Routed clock nets over the placement:
(1.5 px per um)
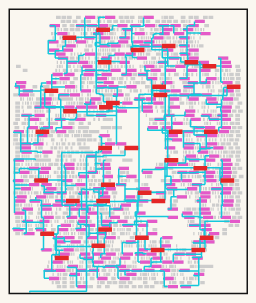
Gate families picked out:
(1.5 px per um)
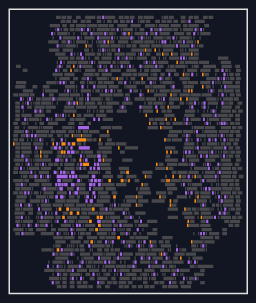
Supply network:
(2 px per um) Pins as bars on the die edge.
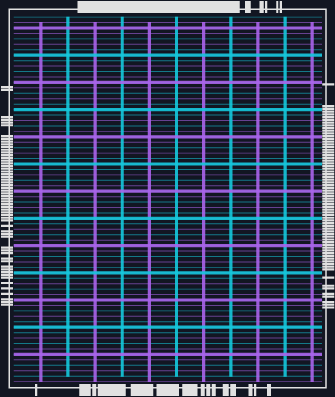
Wiring by layer:
(2 px per um)
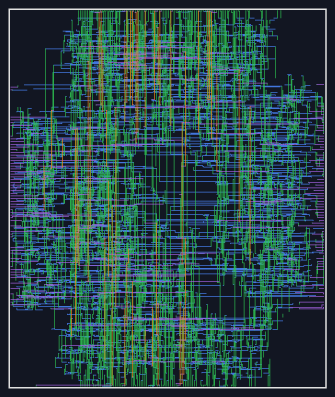
**src/rtl/aes_block_loader.sv**
```systemverilog
// Packs 32-bit host words into 128-bit AES key and message blocks.
// Compile option AES_LOADER_BSWAP_EN byte-reverses each input word.
module aes_block_loader #(
    parameter int WORD_W = 32
) (
    input  logic              clk,
    input  logic              rst,
    input  logic              in_valid,
    output logic              in_ready,
    input  logic [WORD_W-1:0] in_data,
    input  logic              in_is_key,
    output logic              blk_valid,
    input  logic              blk_ready,
    output logic [127:0]      blk_msg,
    output logic [127:0]      blk_key,
    output logic              key_loaded,
    output logic              err
);

    typedef enum logic [1:0] {IDLE, ACC_KEY, ACC_MSG, PRESENT} state_t;

    state_t       state_q, state_d;
    logic [1:0]   cnt_q, cnt_d;
    logic [95:0]  shd_q, shd_d;
    logic [127:0] msg_q, msg_d;
    logic [127:0] key_q, key_d;
    logic         kl_q, kl_d;
    logic         err_q, err_d;
    logic [31:0]  word;
    logic         xfer;

`ifdef AES_LOADER_BSWAP_EN
    assign word = {in_data[7:0], in_data[15:8], in_data[23:16], in_data[31:24]};
`else
    assign word = in_data;
`endif

    assign in_ready   = ~rst & (state_q != PRESENT);
    assign xfer       = in_valid & in_ready;
    assign blk_valid  = (state_q == PRESENT);
    assign blk_msg    = msg_q;
    assign blk_key    = key_q;
    assign key_loaded = kl_q;
    assign err        = err_q;

    // One shadow holds the first three words of whichever group is open
    function automatic logic [95:0] put(input logic [95:0] s,
                                        input logic [1:0]  i,
                                        input logic [31:0] w);
        logic [95:0] r;
        r = s;
        case (i)
            2'd0:    r[95:64] = w;
            2'd1:    r[63:32] = w;
            default: r[31:0]  = w;
        endcase
        return r;
    endfunction

    always_comb begin
        state_d = state_q;
        cnt_d   = cnt_q;
        shd_d   = shd_q;
        msg_d   = msg_q;
        key_d   = key_q;
        kl_d    = kl_q;
        err_d   = 1'b0;
        if (xfer && in_is_key) begin
            if (state_q == ACC_KEY) begin
                if (cnt_q == 2'd3) begin
                    key_d   = {shd_q, word};
                    kl_d    = 1'b1;
                    cnt_d   = 2'd0;
                    state_d = IDLE;
                end else begin
                    shd_d = put(shd_q, cnt_q, word);
                    cnt_d = cnt_q + 2'd1;
                end
            end else begin
                err_d   = (state_q == ACC_MSG);
                shd_d   = put(shd_q, 2'd0, word);
                cnt_d   = 2'd1;
                state_d = ACC_KEY;
            end
        end else if (xfer) begin
            if (state_q == ACC_MSG) begin
                if (cnt_q == 2'd3) begin
                    msg_d   = {shd_q, word};
                    cnt_d   = 2'd0;
                    state_d = PRESENT;
                end else begin
                    shd_d = put(shd_q, cnt_q, word);
                    cnt_d = cnt_q + 2'd1;
                end
            end else if (kl_q) begin
                err_d   = (state_q == ACC_KEY);
                shd_d   = put(shd_q, 2'd0, word);
                cnt_d   = 2'd1;
                state_d = ACC_MSG;
            end else begin
                // No key yet: drop the word and any partial key group
                err_d   = 1'b1;
                cnt_d   = 2'd0;
                state_d = IDLE;
            end
        end else if (state_q == PRESENT && blk_ready) begin
            state_d = IDLE;
        end
    end

    always_ff @(posedge clk) begin
        if (rst) begin
            state_q <= IDLE;
            cnt_q   <= 2'd0;
            shd_q   <= '0;
            msg_q   <= '0;
            key_q   <= '0;
            kl_q    <= 1'b0;
            err_q   <= 1'b0;
        end else begin
            state_q <= state_d;
            cnt_q   <= cnt_d;
            shd_q   <= shd_d;
            msg_q   <= msg_d;
            key_q   <= key_d;
            kl_q    <= kl_d;
            err_q   <= err_d;
        end
    end

endmodule

```
**config.mk**
```make
export PLATFORM = sky130hd
export DESIGN_NAME = aes_block_loader
export DESIGN_NICKNAME = d
export VERILOG_FILES = /design/src/rtl/aes_block_loader.sv
export SDC_FILE = /design/constraint.sdc
export NUM_CORES = 1
export LEC_CHECK = 0
export CAP_MARGIN = 20
export CORE_ASPECT_RATIO = 1.2
export CORE_MARGIN = 1.5
export CORE_UTILIZATION = 45
export DETAILED_ROUTE_END_ITERATION = 16
export PLACE_DENSITY = 0.81
export SYNTH_ARGS = -nofsm -noshare
export SYNTH_HDL_FRONTEND = slang
export SYNTH_SLANG_ARGS = --single-unit
```
**constraint.sdc**
```tcl
create_clock -name clk -period 4.2 [get_ports clk]
set_input_delay 1.26 -clock clk [delete_from_list [all_inputs] [get_ports clk]]
set_output_delay 1.26 -clock clk [all_outputs]
set_load 0.005 [all_outputs]
```
==> reports/qor.yml <==
synthesis:
  flop_cell: "dfxtp_1"
  ys_chip_area_um2: 12900
  synthCells: 1524
  numSynthFlops: 358
layout:
  fillers: 2317
  final_cell_mix: "nand2_1, dfxtp_1, clkdlybuf4s50_1, a21oi_1, nor2_1"
  combGateArea_um2: 5180
  layout.nets: 1809
  clk_share_pct: 7.00
  drive_above_1_share_pct: 5.41
  inv_count: 6
  syn2layout_area_growth_pct: 34.0
  seq-cell-share_pct: 41.4
  n_all_buffers: 321
  final_area_um2: 17300
critical_path:
  crit_arrival_ps: 2170
  critical_path.max_fanout: 65
  path_class: "input pin to output pin"
  worst_setup_path_start_kind: "input pin"
  reg2reg_depth: 6
  r2r_end: "shd_q[28]$_SDFFE_PP0P_"
  crit_required_ps: 2940
  regToRegSetupSlack_ps: 1830
power_and_ir_drop:
  power_mw: 6.95
  p_per_area_nw_per_um2: 402
  p_leak_nw: 6.22
run_status:
  run_status: "complete, no violations"
cts:
  ctsHoldBuffers: 0
  cts_repair_resize_count: 0
  cts_sinks: 358
  post_cts_buffers: 0
  cts_buffer_depth: 3
  cts_buffers: 36
  cts_tree: "built"
  htreeDepth: 2
placed_design:
  place_hpwl_mm: 27.3
  dp_slack_ps: 574
  port_buffers: 296
  postPlaceCellArea_um2: 16100
  placedCellCount: 2110
grt:
  grt_pass1_wl_mm: 61.0
  use_met2_pct: 43.8
  overflow: 0
  grt_pass1_vias: 10621
  grt_max_degree: 105
  global_route.usage.met3_pct: 4.92
flow_run:
  warning_count: 30
die:
  tap_cells: 379
  fp_util_pct: 46.0
routing:
  routed-via-count: 11588
  met1_length_mm: 16.2
  drtIter0Drc: 1056
  wl_per_cell_um: 19.0
  viasPerCell: 5.33
  wl_met2_mm: 19.4
  top_layer: "met4"
timing:
  maxSlewViolCount: 0
  final-setup-viol-count: 0
  holdWs_ps: 451
  fin_crit_ps: 3430
  setup-tns-final_ps: 0
  finalClockPeriodUsage_pct: 81.6
  max_freq_mhz: 292
hold_path:
  min_from: "blk_msg[9]$_SDFFE_PP0P_"
  hold_end: "blk_msg[9]$_SDFFE_PP0P_"
-- 'routed clock nets over the placement' (at the start) --
[cyan] clock wires | length: 3870 um
[red] cells driving clock nets | count: 36
[magenta] flip-flops | count: 358
routed clock nets	37
flops lie	spread over the die
skew final: 18.2 ps
clock insertion delay at the later pin of the skew report: 510 ps

-- 'gate families picked out' (at the start) --
colour	family	cells	most used
purple	inverting AOI/OAI gates	315	a21oi_1
orange	NOR gates	95	nor2_1
Commonest Layout Cell: nand2_1
non-filler cells in the finished layout: 2173
fraction of area in multi-input gates: 30.0%

-- 'supply network' (at the start) --
colour	net
cyan	VDD
purple	VSS
met5 straps	13
met1 rails	68
met4 straps	11
signal pins	297
die y size: 189 um
total core area: 28100 um^2
maximum vdd drop: 0.271 mV
Die Width: 158 um

-- 'wiring by layer' (at the start) --
colour	layer	wire length
green	met2	19400 um
blue	met1	16200 um
orange	met4	2430 um
purple	met3	3100 um
Total GRT Usage: 27.0%
WL final: 41.2 mm

## registers in the layout, indices dropped and copies added (netlist names)
register	cells
state_q	2
shd_q	96
cnt_q	2
blk_key	128
err	1
blk_msg	128
key_loaded	1
## power by group
group / internal, mW / total (mW) / leakage, nW / switching (mW)
Combinational: 0.0692 / 0.225 / 2.74 / 0.156
Sequential: 3.42 / 3.44 / 2.89 / 0.0238
Clock: 1.99 / 3.28 / 0.591 / 1.29
## logic make-up (layout without fill, tap and decap cells)
kind of cell    count (synthesis)  in the layout  share of synthesized area [%]
fa+ha+maj                       3              3                          0.291
buf+inv                       120            390                           4.72
flops                         358            358                           55.5
compound gates                318            318                           13.2
simple gates                  642            642                           19.7
mux                            83             83                           6.62
## worst max-delay path by stage
stage	end	slack, ps	start	depth (start not counted)
2_1_floorplan	in_ready	590	rst	5
3_3_place_gp	blk_key[20]$_SDFFE_PP0P_	660	in_is_key	6
3_5_place_dp	blk_key[18]$_SDFFE_PP0P_	570	in_is_key	6
4_1_cts	in_ready	790	rst	3
5_1_grt	in_ready	750	rst	3
6_report	in_ready	770	rst	3
## synth_stat cells (2+ instances only)
cell type	number	area [um^2]
a211oi_1	2	15.0
a21oi_1	261	1310
a22oi_1	14	105
a31oi_1	15	93.8
and2_1	2	12.5
and3_1	2	12.5
buf_2	43	215
buf_4	20	150
buf_6	4	45.0
clkbuf_1	47	176
dfxtp_1	358	7170
ha_1	3	37.5
inv_1	6	22.5
mux2_1	10	113
mux2_2	9	101
mux2i_1	64	641
nand2_1	530	1990
nand2b_1	5	31.3
nand3_1	3	15.0
nor2_1	71	267
nor2b_1	19	119
o211ai_2	2	25.0
o21ai_0	17	85.1
## critical path: stages
cell and delay [ps]:
buf_8 310, nor2_1 90, clkdlybuf4s50_1 450
No activity file was given, so power comes from the tool's default toggle rates.
